### config.mk
export PLATFORM = sky130hd
export DESIGN_NAME = alu_seq
export DESIGN_NICKNAME = d
export VERILOG_FILES = /design/src/rtl/alu_seq_pkg.sv /design/src/rtl/alu_divstep.sv /design/src/rtl/alu_seq.sv
export SDC_FILE = /design/constraint.sdc
export NUM_CORES = 1
export LEC_CHECK = 0
export CAP_MARGIN = 40
export CORE_MARGIN = 5
export CORE_UTILIZATION = 41
export DETAILED_ROUTE_END_ITERATION = 8
export SLEW_MARGIN = 0
export SYNTH_ARGS = -nofsm -noshare
export SYNTH_HDL_FRONTEND = slang
export SYNTH_SLANG_ARGS = --single-unit
### constraint.sdc
create_clock -name clk -period 9.4 [get_ports clk]
set_input_delay 1.88 -clock clk [delete_from_list [all_inputs] [get_ports clk]]
set_output_delay 1.88 -clock clk [all_outputs]
set_load 0.03 [all_outputs]
### src/rtl/alu_seq_pkg.sv
//------------------------------------------------------------------------------
// alu_seq_pkg: ALU command codes shared with controllers, plus ALU state codes.
// Revision: 1.0
//------------------------------------------------------------------------------
`default_nettype none

package alu_seq_pkg;

  localparam int AC_N = 3;
  localparam logic [AC_N-1:0] AC_AD = 3'd0;
  localparam logic [AC_N-1:0] AC_SB = 3'd1;
  localparam logic [AC_N-1:0] AC_MU = 3'd2;
  localparam logic [AC_N-1:0] AC_DI = 3'd3;

  localparam int AS_N = 2;
  typedef enum logic [AS_N-1:0] {
    AS_IDLE = 2'd0,
    AS_MUL  = 2'd1,
    AS_DIV  = 2'd2,
    AS_FIX  = 2'd3
  } as_state_e;

endpackage

`default_nettype wire

### src/rtl/alu_divstep.sv
//------------------------------------------------------------------------------
// alu_divstep: one combinational restoring-division step on unsigned magnitudes.
// Revision: 1.0
//------------------------------------------------------------------------------
`default_nettype none

module alu_divstep #(
  parameter int N = 32
) (
  input  logic [N-1:0] rem_in,
  input  logic [N-1:0] divisor,
  input  logic         bit_in,
  output logic [N-1:0] rem_out,
  output logic         q_bit
);

  logic [N:0]   shifted;
  logic [N-1:0] diff;

  always_comb begin
    shifted = {rem_in, bit_in};
    q_bit   = (shifted >= {1'b0, divisor});
    // When the subtraction is taken the true difference is below divisor, so N bits suffice.
    diff    = shifted[N-1:0] - divisor;
    rem_out = q_bit ? diff : shifted[N-1:0];
  end

endmodule

`default_nettype wire

### src/rtl/alu_seq.sv
//------------------------------------------------------------------------------
// alu_seq: sequential signed ALU (1-cycle add/sub, bit-serial mul/div), start/busy/done.
// Optional macro ALU_OVF_EN adds the al_ovf port and overflow detection.
// Revision: 1.0
//------------------------------------------------------------------------------
`default_nettype none

module alu_seq
  import alu_seq_pkg::*;
#(
  parameter int N     = 32,
  parameter int CNT_W = 6
) (
  input  logic            clk,
  input  logic            rst,
  input  logic            al_start,
  input  logic [N-1:0]    al_A,
  input  logic [N-1:0]    al_B,
  input  logic [AC_N-1:0] al_cmd,
  output logic            al_busy,
  output logic            al_done,
  output logic [N-1:0]    al_C,
  output logic            al_dz
`ifdef ALU_OVF_EN
  ,
  output logic            al_ovf
`endif
);

  as_state_e      state, state_next;
  logic [CNT_W-1:0] cnt;
  logic [N-1:0]   opa, opb;
  logic [2*N-1:0] prod, prod_step;
  logic           neg;
  logic [N-1:0]   result;
  logic           done_r, dz_r;

  logic [N-1:0]   abs_a, abs_b, sum, dif, res_fix;
  logic [N:0]     mul_sum;
  logic [N-1:0]   div_rem;
  logic           div_q;

  alu_divstep #(.N(N)) u_divstep (
    .rem_in  (prod[2*N-1:N]),
    .divisor (opb),
    .bit_in  (prod[N-1]),
    .rem_out (div_rem),
    .q_bit   (div_q)
  );

  // prod holds {accumulator, multiplier} for MUL and {remainder, dividend/quotient} for DIV.
  always_comb begin
    abs_a     = al_A[N-1] ? -al_A : al_A;
    abs_b     = al_B[N-1] ? -al_B : al_B;
    sum       = al_A + al_B;
    dif       = al_A - al_B;
    mul_sum   = {1'b0, prod[2*N-1:N]} + (prod[0] ? {1'b0, opa} : {(N+1){1'b0}});
    prod_step = (state == AS_DIV) ? {div_rem, prod[N-2:0], div_q}
                                  : {mul_sum, prod[N-1:1]};
    res_fix   = neg ? -prod_step[N-1:0] : prod_step[N-1:0];
  end

`ifdef ALU_OVF_EN
  logic ovf_r, ovf_fast, ovf_fix;

  always_comb begin
    if (al_cmd == AC_SB)
      ovf_fast = (al_A[N-1] != al_B[N-1]) && (dif[N-1] != al_A[N-1]);
    else
      ovf_fast = (al_A[N-1] == al_B[N-1]) && (sum[N-1] != al_A[N-1]);
    // A negative product may reach exactly -2**(N-1); a positive one may not.
    if (state == AS_DIV)
      ovf_fix = ~neg & prod_step[N-1];
    else
      ovf_fix = (prod_step[2*N-1:N-1] != '0) &&
                !(neg && (prod_step[2*N-1:N-1] == (N+1)'(1)) && (prod_step[N-2:0] == '0));
  end

  assign al_ovf = ovf_r;
`endif

  always_ff @(posedge clk) begin
    if (rst) state <= AS_IDLE;
    else     state <= state_next;
  end

  always_comb begin
    state_next = state;
    case (state)
      AS_IDLE: begin
        if (al_start) begin
          if (al_cmd == AC_MU)
            state_next = AS_MUL;
          else if ((al_cmd == AC_DI) && (al_B != '0))
            state_next = AS_DIV;
        end
      end
      AS_MUL, AS_DIV: begin
        if (cnt == '0) state_next = AS_FIX;
      end
      default: state_next = AS_IDLE;
    endcase
  end

  always_ff @(posedge clk) begin
    if (rst) begin
      cnt    <= '0;
      opa    <= '0;
      opb    <= '0;
      prod   <= '0;
      neg    <= 1'b0;
      result <= '0;
      done_r <= 1'b0;
      dz_r   <= 1'b0;
`ifdef ALU_OVF_EN
      ovf_r  <= 1'b0;
`endif
    end else begin
      done_r <= 1'b0;
      case (state)
        AS_IDLE: begin
          if (al_start) begin
            opa <= abs_a;
            opb <= abs_b;
            neg <= al_A[N-1] ^ al_B[N-1];
            cnt <= CNT_W'(N-1);
            case (al_cmd)
              AC_MU: prod <= {{N{1'b0}}, abs_b};
              AC_DI: begin
                if (al_B != '0) begin
                  prod <= {{N{1'b0}}, abs_a};
                end else begin
                  result <= '0;
                  dz_r   <= 1'b1;
                  done_r <= 1'b1;
`ifdef ALU_OVF_EN
                  ovf_r  <= 1'b0;
`endif
                end
              end
              default: begin
                result <= (al_cmd == AC_SB) ? dif : sum;
                dz_r   <= 1'b0;
                done_r <= 1'b1;
`ifdef ALU_OVF_EN
                ovf_r  <= ovf_fast;
`endif
              end
            endcase
          end
        end
        AS_MUL, AS_DIV: begin
          prod <= prod_step;
          cnt  <= cnt - 1'b1;
          if (cnt == '0) begin
            result <= res_fix;
            dz_r   <= 1'b0;
            done_r <= 1'b1;
`ifdef ALU_OVF_EN
            ovf_r  <= ovf_fix;
`endif
          end
        end
        default: ;
      endcase
    end
  end

  assign al_busy = (state != AS_IDLE);
  assign al_done = done_r;
  assign al_C    = result;
  assign al_dz   = dz_r;

endmodule

`default_nettype wire

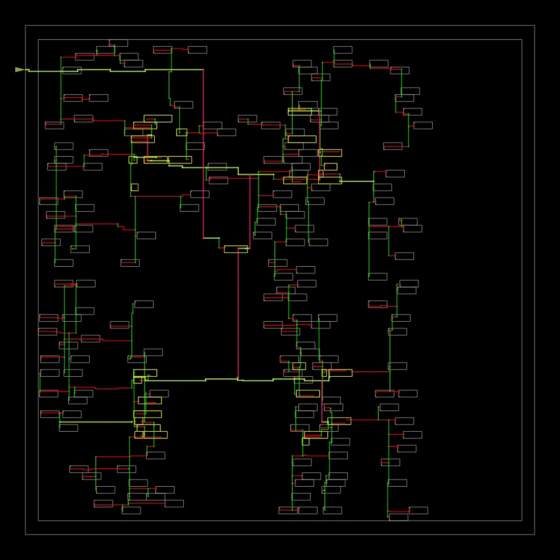
Run 1: the clock network
number of CTS-inserted buffers: 17
Num Clock Sinks: 171
Insertion Delay late pin: 0.44 ns
# clk buffers: 19
clock skew after layout: 0.01470 ns

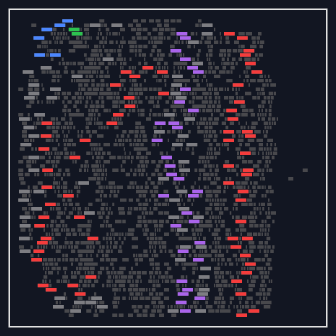
Run 1: sequential cells grouped by signal name
signal	color	placed flops
`prod`	red	64
`opa`	purple	32
`cnt`	blue	6
`state`	green	2
not colored	67
sequential share of cell area: 0.2009
P_seq: 0.00107 W
sequential cell area in the final layout: 3423 µm²

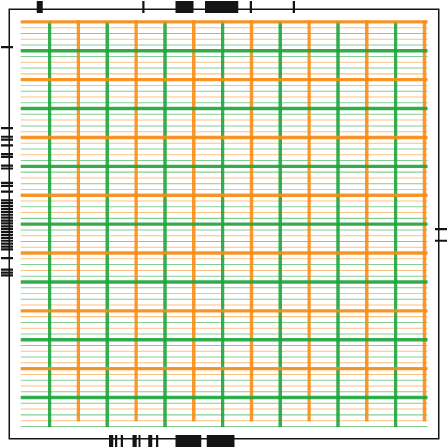
Run 1: floorplan with the power grid
Pins as bars on the die edge.
net	color
VSS	green
VDD	orange
met5 straps	14
met4 straps	14
met1 rails	71
signal pins	105
rows	70
Vert. Die Dim: 201.4 µm
Die W: 201.4 µm
core region area: 36430 µm²
maximum vdd drop: 0.0001754 V

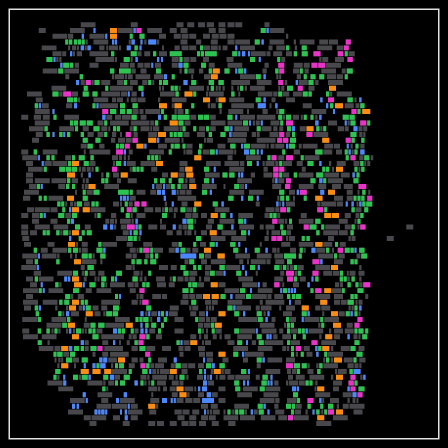
Run 1: selected gate families
family	color	cells	most used
inverting AOI/OAI gates	green	550	a21oi_1
multiplexers	orange	84	mux2i_1
AND-OR and OR-AND gates	magenta	79	a21o_1
NOR gates	blue	252	nor2_1
fraction of standard cell area in multi-input logic: 0.6407
most common cell after layout, fill and taps aside: nor2_1

run 1: logic make-up after synthesis:
logic type      Yosys count  share of synthesized area
fa+ha+maj               106                    0.08978
flops                   171                     0.2279
compound gates          629                     0.2740
mux                      84                    0.05705
xor+xnor                194                     0.1131
simple gates            597                     0.1904
buf+inv                 179                    0.04780
run 1: final timing paths:
kind / start / end / depth (start not counted)
min: opa[31]$_SDFFE_PP0P_ / opa[31]$_SDFFE_PP0P_ / 2
min reg2reg: opa[31]$_SDFFE_PP0P_ / opa[31]$_SDFFE_PP0P_ / 2
max: al_B[0] / al_C[28]$_SDFFE_PP0P_ / 17
max reg2reg: opb[6]$_SDFFE_PP0P_ / al_C[26]$_SDFFE_PP0P_ / 17
==> ci_impl_report.md, run 1 <==
## PnR job results

| Metric | Value |
|---|---|
| Maximum root-to-sink buffer count | 2 |
| IO Count | 105 |
| Mean area per synthesized cell | 7.665 µm² |
| Critical path, cell by cell | clkdlybuf4s50_1, inv_1, ha_1, nor3b_1, nand4b_1, o31ai_1, xor2_1, ha_1, nand4_1, nor2_1, nand4_1, a31oi_1, a21oi_1, o21ai_0, xor2_1, a221oi_1, nor2_1 |
| Highest-delay cell along the critical path | clkdlybuf4s50_1 |
| Most used routing layer | met2 |
| Post-synthesis cell type with the largest instance count | nor2_1 |
| Non-Filler Cell Area, Final | 17040 µm² |
| Tool Warnings | 28 |
| Total power divided by cell area | 241.9 nW/µm² |
| Critical path data arrival time | 6.89 ns |
| Leak pwr | 6.848 nW |
| Total routed wirelength | 47.98 mm |
| Number of unique standard cell types used by synthesis | 88 |
| Highest metal used | met4 |
| # Cells Yosys | 1960 |
| Slew headroom | 0.4033 |
| Crit. End Element | register |
| Routed length per placed instance | 19.39 µm |
| Post-DP HPWL | 37.27 mm |
| Ys flop type | dfxtp_1 |
| Final-layout clock-cell area share | 0.03604 |
| Synthesized area | 15020 µm² |
| Post-synth regs | 171 |
| Net switching component of the power | 0.001923 W |
| Most flop-heavy register | prod |
| Cell area after placement | 16430 µm² |
| Worst slack after detailed placement | 2.539 ns |
| Final number of hold-violating endpoints | 0 |
| Portion of total power attributed to the clock network | 0.186 |
| Reg power frac | 0.260 |
| Largest net degree at the start of global routing | 96 |
| Diode insertion count for antenna repair | 1 |
| # nets final | 2169 |
| Total of max-cap violations | 0 |
| Total routing resource utilization after global routing | 0.2278 |
| Final worst-path cycle share | 0.6993 |
| Outcome | completed |
| Family with the most delay on the worst path | AND-OR/OR-AND gates |
| Via total after detailed routing | 14360 |
| Final period demand of the worst path | 6.573 ns |
| Combinational cell power | 0.00228 W |
| Layout area overhead | 13.45% |
| Metal-1 WL | 22.81 mm |
| Leftover overflow at the end of global routing | 0 |
| Clock tree from TritonCTS | yes |
| Area of the synthesized netlist per yosys stat | 15020 µm² |
| Highest fanout seen on the critical path | 8 |
| Max reg flops | 64 |
| Met3 global-route usage | 0.02691 |
| Clk pin slew, worst setup/hold paths | 0.07 ns |
| Number of placed instances with taps included | 2442 |
| Number of combinational gates with multiple inputs | 1610 |
| Setup crit start kind | input pin |
| Largest stage delay on the critical path | 0.56 ns |
| Nonclk inv count | 67 |
| Comb pwr share | 0.554 |
Run 1, zoomed window:
Region (25, 126) to (75, 176) µm. Cells in gray, sequential cells in the stronger gray; small squares are vias.
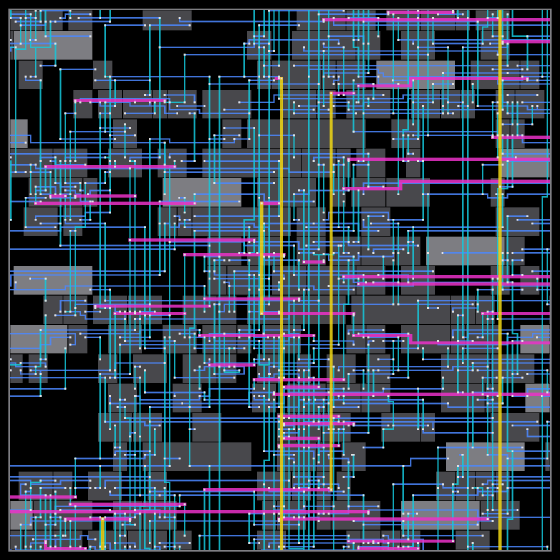

==> run 1 -> run 2 <==
clock period = 6 ns   (was 9.4 ns; I/O delays follow)
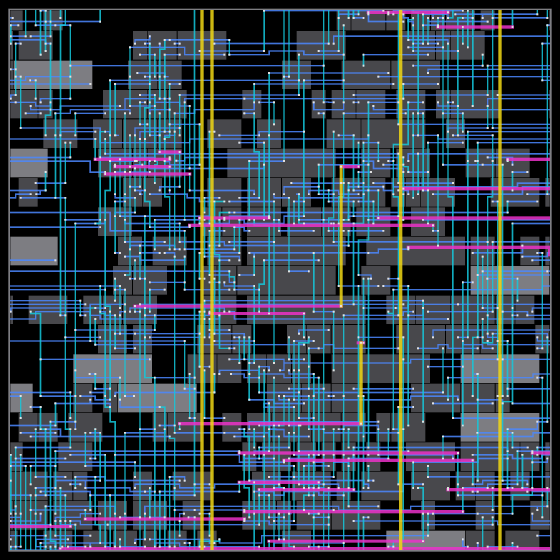
Run 2: zoomed window
Region (25, 126) to (75, 176) µm. Cells in gray, sequential cells in the stronger gray; small squares are vias.
layer	color
met2	cyan
met1	blue
met4	yellow
met3	magenta
most frequent	a21oi_1 (18), o21ai_0 (16), nand2_1 (16)
cells with their middle in the window	185
sequential cells in the window	8
netlist names of flops here include	`al_C` (3), `prod` (3)

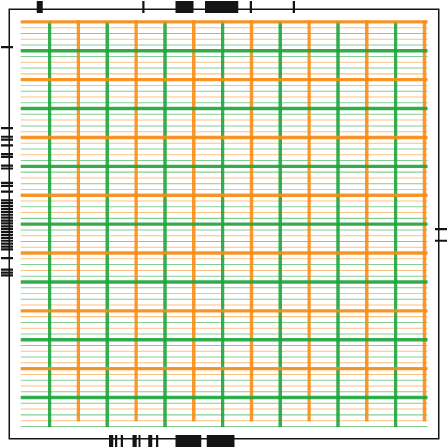
Run 2: floorplan with the power grid
Pins as bars on the die edge.
net	color
VDD	orange
VSS	green
met4 straps	14
met5 straps	14
met1 rails	71
rows	70
maximum vdd drop: 0.0002955 V

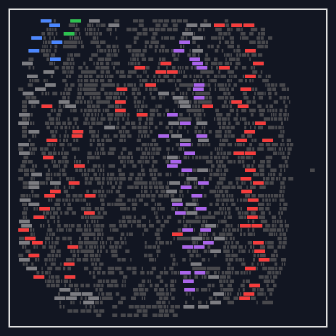
Run 2: sequential cells grouped by signal name
signal	color	placed flops
`state`	green	2
`cnt`	blue	6
`prod`	red	64
`opa`	purple	32
not colored	67
sequential share of cell area: 0.1983
final standard cell utilization of the core: 0.4737
P_seq: 0.00169 W

==> run 2 against run 1 <==
Setup slack worse by 2.2 ns. Wire length up 4.1%. Sequential power rose by 58%. Sequential cell count stayed put. Synthesized area is the same. Register-to-register slack lost 3.1 ns. Critical endpoint is now al_C[30]$_SDFFE_PP0P_. Via count rose by 0.53%. Critical path type unchanged. Count of clock-buffer cells in the layout is 1 lower. Sequential share of layout area shrank 0.25 points. Worst hold slack lost 0.013 ns.
==> ci_impl_report.md, run 2 <==
## PnR job results

| Metric | Value |
|---|---|
| Synthesized instance count | 1960 |
| Critical path, cell by cell | clkdlybuf4s50_1, nor3_4, nand3_2, or4_1, o21ai_0, xor2_1, ha_1, a2111oi_0, o21ai_0, a31o_2, a21oi_1, a31oi_1, a21oi_1, o21ai_0, a2111oi_0, a31oi_1, a21oi_1 |
| # clk buffers | 18 (-1) |
| Synthesized-area fraction occupied by ao, oa, aoi and oai cells | 0.2740 (unchanged) |
| Mux contribution to synthesized area | 0.05705 (unchanged) |
| Final worst-path cycle share | 0.9025 |
| Tool Warnings | 28 (unchanged) |
| Final number of hold-violating endpoints | 0 (unchanged) |
| Vert. Die Dim | 201.4 µm (unchanged) |
| Leak pwr | 6.985 nW (+2.0%) |
| Critical path data arrival time | 5.78 ns (-1.11 ns) |
| Total of max-cap violations | 0 (unchanged) |
| Sequential cell area in the final layout | 3423 µm² (unchanged) |
| Last element of the critical path | al_C[30]$_SDFFE_PP0P_ |
| Clk pin slew, worst setup/hold paths | 0.06 ns (about the same) |
| Post-DP HPWL | 39.12 mm (+4.9%) |
| Endpoint of the worst hold path | opa[0]$_SDFFE_PP0P_ |
| Launch instance of the worst min-delay path | opa[0]$_SDFFE_PP0P_ |
| Startpoint-to-endpoint class of the critical path | input pin to register |
| Core region area | 36430 µm² (unchanged) |
| IO Count | 105 (unchanged) |
| Fill cell total of the finished layout | 3620 |
| Maximum root-to-sink buffer count | 2 (unchanged) |
| Highest fanout seen on the critical path | 4 (-4) |
| Total routed wirelength | 49.92 mm (+4.1%) |
| Total power divided by cell area | 373.9 nW/µm² (+55%) |
| Insertion Delay late pin | 0.44 ns (about the same) |
| Number of unique standard cell types used by synthesis | 88 (unchanged) |
| Post-layout worst setup margin | 0.5849 ns |
| Pin slew with the least headroom to its limit | 0.7454 ns |
| Top logic cells by instance count in the layout | nor2_1 (187), nand2_1 (180), dfxtp_1 (171) |
| Routed length per placed instance | 19.93 µm (+2.8%) |
| Worst setup path start | al_B[0] |
| Fraction of standard cell area in multi-input logic | 0.6327 (-0.007992) |
| Number of CTS-inserted buffers | 17 (unchanged) |
| Largest net degree at the start of global routing | 89 (-7.3%) |
| Cell count of the worst hold path | 2 (unchanged) |
| Most flop-heavy register | prod |
| Max reg flops | 64 (unchanged) |
| Slew headroom | 0.5018 (+0.09857) |
| Reg2reg end | al_C[26]$_SDFFE_PP0P_ |
| Total routing resource utilization after global routing | 0.2388 (+0.01103) |
| Reg2Reg Depth | 17 (unchanged) |
| Mean area per synthesized cell | 7.665 µm² (unchanged) |
| Cell depth of the worst setup path | 17 (unchanged) |
| Non-Filler Cell Area, Final | 17260 µm² (+1.3%) |
| Layout area overhead | 14.88% |
| Most common cell after layout, fill and taps aside | nor2_1 |
| Ys flop type | dfxtp_1 |
| Family with the most delay on the worst path | AND-OR/OR-AND gates |
| Highest-delay cell along the critical path | or4_1 |
| Clock tree from TritonCTS | yes |
| Diode insertion count for antenna repair | 2 (+1) |
| Final-layout clock-cell area share | 0.03291 (-0.003132) |
| Largest logic family | AND-OR/OR-AND gates |
| Synthesized area | 15020 µm² (unchanged) |
| Cell area after placement | 16690 µm² (+1.6%) |
| Setup crit start kind | input pin |
| Final period demand of the worst path | 5.415 ns |
| XORs/XNORs by Area | 0.1131 (unchanged) |
| Arithmetic-cell share of the synthesized area counting full adders, half adders and majority gates | 0.08978 (unchanged) |
| Number of placed instances with taps included | 2471 (+1.2%) |
| Largest stage delay on the critical path | 0.59 ns (+0.03 ns) |
| Outcome | completed |
| # Cells Yosys | 1960 (unchanged) |
| Die W | 201.4 µm (unchanged) |
| Leftover overflow at the end of global routing | 0 (unchanged) |
| Num Clock Sinks | 171 (unchanged) |
| Via total after detailed routing | 14430 (+0.53%) |
| Worst slack after detailed placement | 0.1655 ns (-2.374 ns) |
| Synth area leader | dfxtp_1 |
| Share of synthesized cell area in and, or, nand and nor gates | 0.1904 (unchanged) |
| Area of the synthesized netlist per yosys stat | 15020 µm² (unchanged) |
| Area share of buffers outside the clock network | 0.08728 |
| # nets final | 2198 (+1.3%) |
| Number of combinational gates with multiple inputs | 1610 (unchanged) |
| Clock skew after layout | 0.01386 ns (-0.0008400 ns) |
| Startpoint of the worst-slack reg-to-reg timing path | opb[6]$_SDFFE_PP0P_ |
| Post-synth regs | 171 (unchanged) |
| Crit. End Element | register |
| Post-synthesis cell type with the largest instance count | nor2_1 |
| Nonclk inv count | 67 (unchanged) |
-- run 2: cell counts after synthesis --
Identical to the previous run, type by type.
-- run 2: cells by family (layout without fill, tap and decap cells) --
family          Yosys count  after routing
fa+ha+maj               106            106
buf+inv                 179            254
flops                   171            171
xor+xnor                194            194
compound gates          629            629
mux                      84             84
other cells               0              2
simple gates            597            597
-- run 2: where the power goes --
group | switching [W] | internal [W] | total, W
Combinational | 0.00229 | 0.00136 | 0.00365
Clock | 0.000532 | 0.000583 | 0.00111
Sequential | 0.000239 | 0.00145 | 0.00169
Total | 0.00306 | 0.00339 | 0.00645
-- run 2: routing by layer --
metal  up-vias  GRT usage  share of wire
met1      6706     0.3415           0.48
met4         0    0.07520          0.027
met2       414     0.3764           0.44
met3        63    0.02853          0.046
li1       7250          -              -
met5         -          0              0
==> run 2 -> run 3 <==
CTS_CLUSTER_SIZE = 24   (was unset)
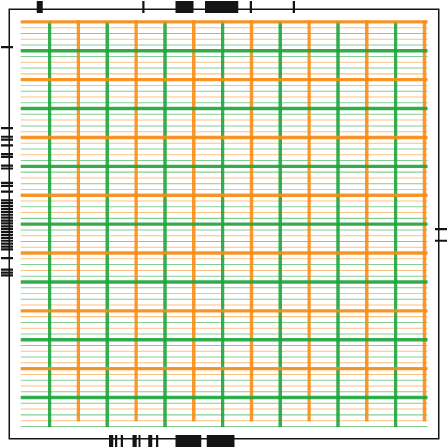
Run 3: floorplan with the power grid
Pins as bars on the die edge.
net	color
VSS	green
VDD	orange
met5 straps	14
rows	70
met1 rails	71
signal pins	105
met4 straps	14

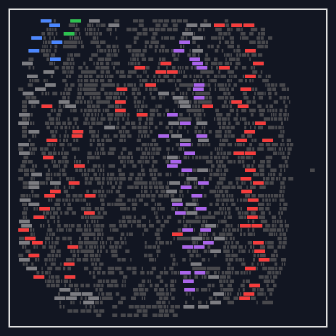
Run 3: sequential cells grouped by signal name
signal	color	placed flops
`prod`	red	64
`opa`	purple	32
`state`	green	2
`cnt`	blue	6
not colored	67

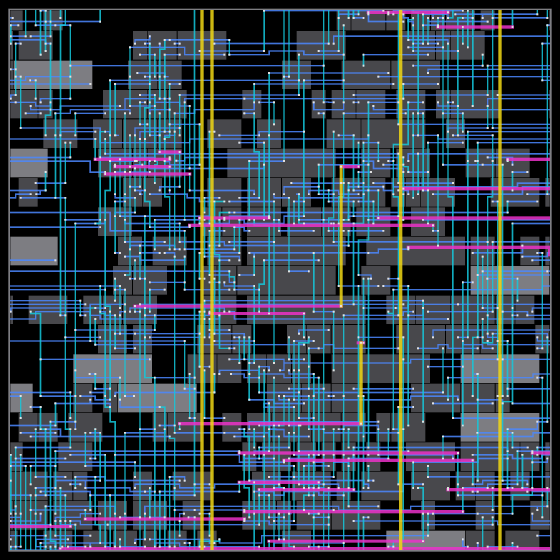
Run 3: zoomed window
Region (25, 126) to (75, 176) µm. Cells in gray, sequential cells in the stronger gray; small squares are vias.
layer	color
met2	cyan
met3	magenta
met1	blue
met4	yellow
cells with their middle in the window	185
most frequent	a21oi_1 (18), o21ai_0 (16), nand2_1 (16)
sequential cells in the window	8
netlist names of flops here include	`al_C` (3), `prod` (3)

==> run 3 against run 2 <==
Core utilization did not move. Cell count is the same. Setup slack unchanged. Register-to-register slack about the same. Global-route usage is the same. Critical endpoint unchanged. Die area is the same. Critical path type unchanged. Total power unchanged. Highest routed layer unchanged. First-iteration DRC count stayed put. Non-clock buffer count is the same. Largest power group unchanged. Synthesized cell count unchanged. Sequential power is essentially flat.
==> ci_impl_report.md, run 3 <==
## PnR job results

| Metric | Value |
|---|---|
| Number of gates resized after cts | 0 |
| # nets final | 2198 (unchanged) |
| Synthesized area | 15020 µm² (unchanged) |
| Setup crit start kind | input pin |
| Highest-delay cell along the critical path | or4_1 |
| Largest stage delay on the critical path | 0.59 ns (about the same) |
| Mean area per synthesized cell | 7.665 µm² (unchanged) |
| Crit. End Element | register |
| Core region area | 36430 µm² (unchanged) |
| Via total after detailed routing | 14430 (unchanged) |
| Critical path data arrival time | 5.78 ns (about the same) |
| Leak pwr | 6.985 nW (unchanged) |
| Post-synth regs | 171 (unchanged) |
| Cell area after placement | 16690 µm² (unchanged) |
| Insertion Delay late pin | 0.44 ns (about the same) |
| # clk buffers | 18 (unchanged) |
| Largest net degree at the start of global routing | 89 (unchanged) |
| Sequential cell area in the final layout | 3423 µm² (unchanged) |
| Endpoint of the worst hold path | opa[0]$_SDFFE_PP0P_ |
| Final standard cell utilization of the core | 0.4737 (unchanged) |
| Die W | 201.4 µm (unchanged) |
| Fraction of standard cell area in multi-input logic | 0.6327 (unchanged) |
| Largest logic family | AND-OR/OR-AND gates |
| Num Clock Sinks | 171 (unchanged) |
| Tool Warnings | 28 (unchanged) |
| Slew headroom | 0.5018 (unchanged) |
| Final worst-path cycle share | 0.9025 (unchanged) |
| Diode insertion count for antenna repair | 2 (unchanged) |
| Most flop-heavy register | prod |
| Layout area overhead | 14.88% (unchanged) |
| Post-synthesis cell type with the largest instance count | nor2_1 |
| Total Neg Setup Slack | 0 ns |
| Pin slew with the least headroom to its limit | 0.7454 ns (unchanged) |
| # Cells Yosys | 1960 (unchanged) |
| Highest fanout seen on the critical path | 4 (unchanged) |
| Area of the synthesized netlist per yosys stat | 15020 µm² (unchanged) |
| Final-layout clock-cell area share | 0.03291 (unchanged) |
| Vert. Die Dim | 201.4 µm (unchanged) |
| Synth area leader | dfxtp_1 |
| Sequential share of cell area | 0.1983 (unchanged) |
| Arithmetic-cell share of the synthesized area counting full adders, half adders and majority gates | 0.08978 (unchanged) |
| Mux contribution to synthesized area | 0.05705 (unchanged) |
| Number of combinational gates with multiple inputs | 1610 (unchanged) |
| Worst slack after detailed placement | 0.1655 ns (unchanged) |
| Non-Filler Cell Area, Final | 17260 µm² (unchanged) |
| Total power divided by cell area | 373.9 nW/µm² (unchanged) |
| IO Count | 105 (unchanged) |
| Family with the most delay on the worst path | AND-OR/OR-AND gates |
| Number of placed instances with taps included | 2471 (unchanged) |
| Max reg flops | 64 (unchanged) |
| Last element of the critical path | al_C[30]$_SDFFE_PP0P_ |
| Total of max-cap violations | 0 (unchanged) |
| Share of synthesized cell area in and, or, nand and nor gates | 0.1904 (unchanged) |
| Number of unique standard cell types used by synthesis | 88 (unchanged) |
| Cell depth of the worst setup path | 17 (unchanged) |
| Nonclk inv count | 67 (unchanged) |
| XORs/XNORs by Area | 0.1131 (unchanged) |
| Outcome | completed |
| Routed vias/inst | 5.762 |
| Maximum root-to-sink buffer count | 2 (unchanged) |
| Post-DP HPWL | 39.12 mm (unchanged) |
| Clk pin slew, worst setup/hold paths | 0.06 ns (about the same) |
| Reg2reg end | al_C[26]$_SDFFE_PP0P_ |
| Startpoint-to-endpoint class of the critical path | input pin to register |
| Cell count of the worst hold path | 2 (unchanged) |
| Leftover overflow at the end of global routing | 0 (unchanged) |
| Area share of buffers outside the clock network | 0.08728 (unchanged) |
| Total routing resource utilization after global routing | 0.2388 (unchanged) |
| Most common cell after layout, fill and taps aside | nor2_1 |
| Ys flop type | dfxtp_1 |
| Final period demand of the worst path | 5.415 ns (unchanged) |
| Post-CTS Setup Bufs | 0 |
| Synthesized instance count | 1960 (unchanged) |
| Total routed wirelength | 49.92 mm (unchanged) |
| Startpoint of the worst-slack reg-to-reg timing path | opb[6]$_SDFFE_PP0P_ |
| Number of CTS-inserted buffers | 17 (unchanged) |
| Final number of hold-violating endpoints | 0 (unchanged) |
| Launch instance of the worst min-delay path | opa[0]$_SDFFE_PP0P_ |
| Top logic cells by instance count in the layout | nor2_1 (187), nand2_1 (180), dfxtp_1 (171) |
| Fill cell total of the finished layout | 3620 (unchanged) |
## run 3: cell counts in the layout (fill, tap and decap cells not counted)
Identical to the previous run, type by type.
## run 3: routing by layer
layer / routed length (µm) / vias to the layer above / global-route usage / part of all wire
met4: 1347 / 0 / 0.07520 / 0.027
met3: 2275 / 63 / 0.02853 / 0.046
met5: 0 / - / 0 / 0
li1: - / 7250 / - / -
met1: 24100 / 6706 / 0.3415 / 0.48
met2: 22200 / 414 / 0.3764 / 0.44
## run 3: power breakdown
| part | internal (W) | leakage, nW | switching, W |
|---|---|---|---|
| Clock | 0.000583 | 0.284 | 0.000532 |
| Sequential | 0.00145 | 1.41 | 0.000239 |
| Combinational | 0.00136 | 5.30 | 0.00229 |
| Total | 0.00339 | 6.99 | 0.00306 |
Power is estimated from default activity; no workload was simulated.
